==> config.mk <==
export PLATFORM = sky130hd
export DESIGN_NAME = clk_div_monitor
export DESIGN_NICKNAME = d
export VERILOG_FILES = /design/src/rtl/clk_div_monitor.sv
export SDC_FILE = /design/constraint.sdc
export NUM_CORES = 1
export LEC_CHECK = 0
export CAP_MARGIN = 40
export CORE_AREA = 2 2 75 77
export DETAILED_ROUTE_END_ITERATION = 8
export DIE_AREA = 0 0 77 79
export PLACE_DENSITY = 0.84
export SYNTH_ARGS = -nofsm -noshare
export SYNTH_HDL_FRONTEND = slang
export SYNTH_SLANG_ARGS = --single-unit
==> constraint.sdc <==
create_clock -name clk -period 4.71 [get_ports clk]
set_clock_uncertainty 0.2 [all_clocks]
set_input_delay 0.7065 -clock clk [delete_from_list [all_inputs] [get_ports clk]]
set_output_delay 0.7065 -clock clk [all_outputs]
set_load 0.01 [all_outputs]
Figure 1. Metal 1 (run 1).
Bar = 20 um. Supply wires on this layer in grey.
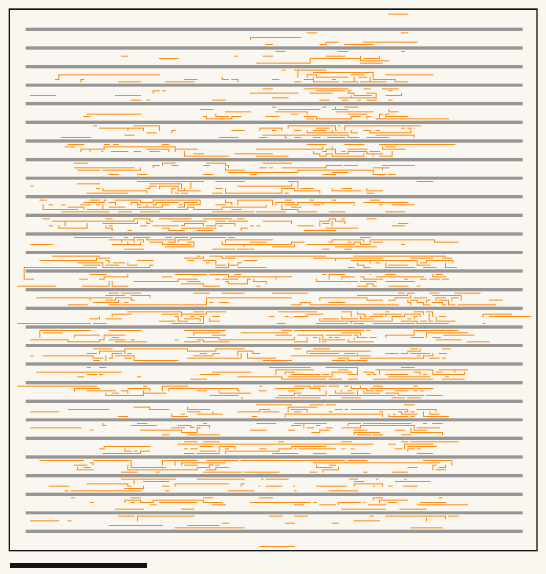
- share of all routed wire: 46%
- main direction: horizontal
- wire length on this layer: 2880 um
via count: 2531
GR met1 Demand/Resource: 27.4%

Figure 2. Met2 routing (run 1).
Bar = 20 um.
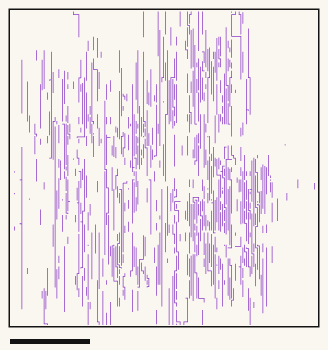
- nets with wire on the layer: 338
- share of all routed wire: 48%
- main direction: vertical
- longest straight run: 40.5 um
- wire length on this layer: 3050 um
met2 usage: 36.1%
DRT Wirelength: 6320 um

Figure 3. Metal 3 (run 1).
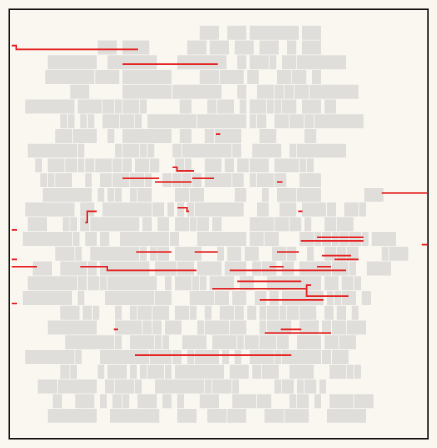
- longest straight run: 28.5 um
- main direction: horizontal
global-route track usage on met3: 4.09%

==> summary.txt, run 1 <==
Flow results follow.

The number of vias per cell after detailed routing is 5.77. The worst setup path is of the reg2reg kind. Per the slew report, the remaining headroom to the max-slew limit stands at 52.8%. The count of clock tree sinks is 40.

The run finished with clean final reports. The routed design could run at a clock period as short as 4.42 ns. The worst setup path is captured at a flip-flop. The wire length per cell is 14.4 um. In this run the horizontal extent of the chip is 77 um.

Walking the worst path, the cells encountered are ha_1, and4_4, nand2_1, xor2_1, inv_1, ha_1, a21o_2, a2111oi_4, nor3b_1, o21a_1, or4b_1, nor4b_2, o21ai_1, nor2_1. The number of maximum-capacitance violations is 0. The initial antenna violation count is 0.

STA classifies the critical path startpoint as a flip-flop. The number of setup buffers added after CTS is 0. The OpenROAD warning count is 36. At the floorplan stage, the core utilization is reported as 55.1%. The fraction of registers with async set/reset is 100%.

The via count of the first global-routing pass came to 2472. The transition time at the pin with the least slew margin is 0.705 ns. The hold buffer count at CTS is 1.

The final-layout setup total negative slack is 0 ns. The cell area that synthesis handed to floorplanning was 2940 um^2. The total of fill cells in the finished design is 471. The total chip power is 0.732 mW. The layout overhead on the synthesized area is 15.7%. The largest stage delay on the critical path is 0.53 ns. The floorplan step defined a core boundary enclosing 5340 um^2. After detailed routing, the number of remaining DRC violations is 0. The worst supply voltage drop on vdd is 0.000261 V.

The number of DRC violations after detailed-routing iteration 0 is 230. The part of the cycle the worst path needs is 93.7%. The total power per unit cell area is 215 nW/um^2. The total of warnings raised by yosys is 0. Setup repair after global routing left no endpoint under its margin. Entering global routing, the biggest net connects 40 pins.

For this design the static power due to leakage is 1.42 nW. The synthesized design spends more area on one cell type than any other, namely dfrtp_1. Yosys reports a chip area of 2940 um^2. The buffer type at the clock tree root is clkbuf_8. The cell occurring most often along the worst timing path is ha_1. The least setup slack across all paths after layout is 0.295 ns. The number of hold violations in the final report is 0.

The die outline area is 6080 um^2. The clock H-tree reported by CTS has 2 levels. The share of the Yosys chip area taken by registers is 34.0%.
==> run 1: cell type report <==
type                    count  area (um^2)  share of cell area [%]
multi-input cells         259         1760                    51.8
well taps                  72         90.1                    2.65
flip-flops and latches     40         1000                    29.4
inverters                  23         86.3                    2.54
clock buffers               6         82.6                    2.43
repair buffers             37          365                    10.7
clock inverters             2         15.0                   0.442
==> run 1: logic make-up after synthesis <==
logic type	synth area share, %
AND/OR/NAND/NOR	25.5
flip-flops	34.0
AND-OR/OR-AND	17.7
XOR/XNOR	5.06
multiplexers	1.06
adder cells (fa/ha/maj)	10.3
buffers and inverters	6.26
==> run 1: cells in the mapped netlist (5+ instances only) <==
| master | instances |
|---|---|
| nor2_1 | 49 |
| dfrtp_1 | 40 |
| nand2_1 | 25 |
| inv_1 | 23 |
| ha_1 | 21 |
| nand3_1 | 17 |
| a21oi_1 | 16 |
| o21ai_0 | 10 |
| xor2_1 | 9 |
| xnor2_1 | 8 |
| nand4_1 | 7 |
| a211oi_1 | 6 |
| nor3_1 | 6 |
| a31oi_1 | 5 |
| nor2b_1 | 5 |
==> run 1: power breakdown <==
group	total (mW)	switching, mW	internal (mW)	leakage (nW)
combinational	0.130	0.0692	0.0604	0.834
sequential	0.359	0.00674	0.353	0.545
clock	0.243	0.124	0.119	0.0434
==> run 1: metrics by stage <==
stage,hold WS (ns),cells,area [um^2],utilization (%)
final,0.157,439,3400,63.7
after global routing,0.165,439,3400,63.7
after CTS,0.160,439,3400,63.6
after detailed placement,0.144,430,3290,61.6
after global placement,0.137,429,3270,61.2
after floorplan,0.131,335,2940,-
==> run 1: metal layers <==
layer	vias to the layer above	GRT usage, %	routed length, um
met2	55	36.1	3050
met4	0	9.64	115
met1	1215	27.4	2880
met5	-	0	0
li1	1250	-	-
met3	11	4.09	269
Figure 4. Track usage over the die (run 1).
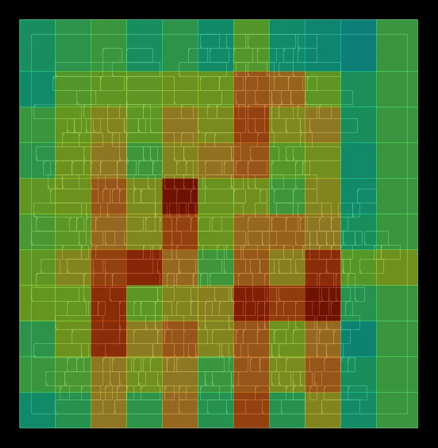

==> run 2, diff against run 1 <==
CORE_AREA = 2 2 74 76   (was 2 2 75 77)
DIE_AREA = 0 0 76 78   (was 0 0 77 79)
DONT_BUFFER_PORTS = 1   (was unset)
PLACE_DENSITY = 0.78   (was 0.84)
SLEW_MARGIN = 20   (was unset)
Figure 5. Track usage over the die (run 2).
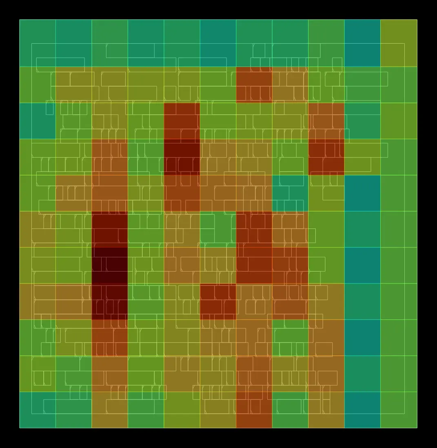
busiest metal layer after global routing: met2
global-route usage over all layers: 22.0%

==> run 2 against run 1 <==
Compared with the run above: design area is 8.8% lower; worst hold slack worse by 0.11 ns; final cell count is 8.4% lower; die size is 2.5% lower; sequential share of layout area is 2.8 points higher; combinational power is 25% lower; synthesized area stayed put; setup slack better by 0.020 ns; via count is 6.8% lower; clock power is 33% higher; critical path type unchanged.
==> summary.txt, run 2 <==
Flow results follow.

In the global route stage, met2 resource usage came out at 37.4%. The flow ran to the end, and the final reports show no timing, DRC or antenna violations. The buffer type at the clock tree root is clkbuf_8. The setup path with the least slack is of type reg2reg. The layout has 453 filler cells. Once iteration 0 of detailed routing completed, the report listed 206 DRC markers. The finished layout cell area is 3100 um^2. Setup total negative slack on the finished layout was measured at 0 ns.

The clock period minus final worst setup slack is 4.39 ns. The core box area is 5040 um^2. The startpoint type of the worst setup path is a flip-flop. The largest area contributor in the synthesized netlist is dfrtp_1. For this design, the sink count on the clock tree is 40. The Yosys chip area is 2940 um^2. After detailed routing, the number of vias per cell comes to 5.87. Sequential cells consume a total of 0.364 mW. The cell-internal power is 0.601 mW.

The via count of the first global-routing pass is 2328. For this run, global-route usage on met3 was measured as 3.60%. The run reported a max-capacitance violation count of 0.

Ranked by instance count, the synthesized netlist is headed by 49 x nor2_1, 40 x dfrtp_1, 25 x nand2_1, 23 x inv_1, 21 x ha_1. STA classifies the critical path endpoint as a flip-flop. The sequential fraction of design power is 46.4%. By instance count, the leading cell after synthesis is nor2_1. The floorplan step records an initial core utilization of 58.3%. The hold buffer count at CTS is 1. Setup repair after global routing left no endpoint under its margin. Summing all placed instances gives a cell area of 2950 um^2.

The transition time at the pin with the least slew margin is 0.755 ns. The tool warning count for the run is 36. The share of total power dissipated in combinational logic is 12.4%.

Sequential cells were found to cover 34.0% of the synthesized design area. The routed design shows a wire length per standard cell of 15.4 um. The global routing met1 resource utilization is 28.2%. The net switching power is 0.184 mW. The die outline area is 5930 um^2. The initial antenna violation count is 0. The total power per unit cell area is 253 nW/um^2. The fraction of registers with async set/reset is 100%. The script computed the net switching share of total power as 23.4%.
Figure 6. Clock distribution (run 2).
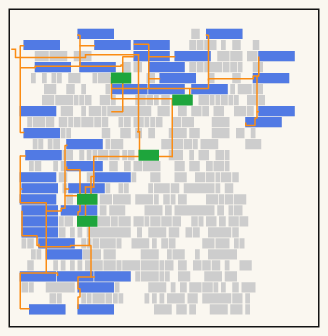
- orange: clock wires (length 484 um)
- green: cells driving clock nets (count 5)
- blue: flip-flops (count 40)
- routed clock nets: 6
insertion delay at the late pin of the worst-skew pair: 0.29 ns
clock network fraction of design power: 41.2%
power of the clock network: 0.323 mW

-- run 2: cell families after synthesis --
kind of cell | Yosys count | share of synthesized area, %
XOR/XNOR | 17 | 5.06
AND-OR/OR-AND | 73 | 17.7
adder cells (fa/ha/maj) | 23 | 10.3
multiplexers | 3 | 1.06
buffers and inverters | 36 | 6.26
flip-flops | 40 | 34.0
AND/OR/NAND/NOR | 143 | 25.5
-- run 2: critical path, cell delays in order (launching register included) --
cell and delay, ns:
dfrtp_1 0.47, ha_1 0.25, and4_4 0.25, nand2_1 0.07, xor2_1 0.17, inv_1 0.06
ha_1 0.40, a21o_2 0.29, a2111oi_4 0.50, nor3b_1 0.13, o21a_1 0.22, or4b_1 0.52
nor4b_2 0.42, a21oi_1 0.13, nor3b_1 0.23
-- run 2: cell type report --
type                    count  area [um^2]  area share [%]
inverters                  23         86.3            2.78
well taps                  70         87.6            2.82
flip-flops and latches     40         1000            32.3
clock buffers               5         68.8            2.22
clock inverters             2         60.1            1.94
repair buffers              3         35.0            1.13
multi-input cells         259         1760            56.9
-- run 2: through the flow --
stage | instances | hold slack (ns) | setup slack (ns) | util (%) | total power, mW
after floorplan | 335 | 0.131 | 0.563 | - | 0.443
after global routing | 402 | 0.0544 | 0.0196 | 61.5 | 0.820
after CTS | 402 | 0.0504 | 0.314 | 61.4 | 0.792
after global placement | 394 | 0.134 | 0.463 | 58.4 | 0.456
final | 402 | 0.0433 | 0.315 | 61.5 | 0.785
after detailed placement | 394 | 0.141 | 0.373 | 58.4 | 0.457
-- run 2: routing by layer --
| layer | vias up | part of all wire [%] | routed length [um] |
|---|---|---|---|
| met5 | - | 0 | 0 |
| met4 | 0 | 1.7 | 103 |
| met3 | 10 | 4.5 | 275 |
| met2 | 51 | 49 | 3030 |
| met1 | 1119 | 45 | 2770 |
| li1 | 1178 | - | - |
Power figures rest on the tool's default switching activity, not on a simulated workload.
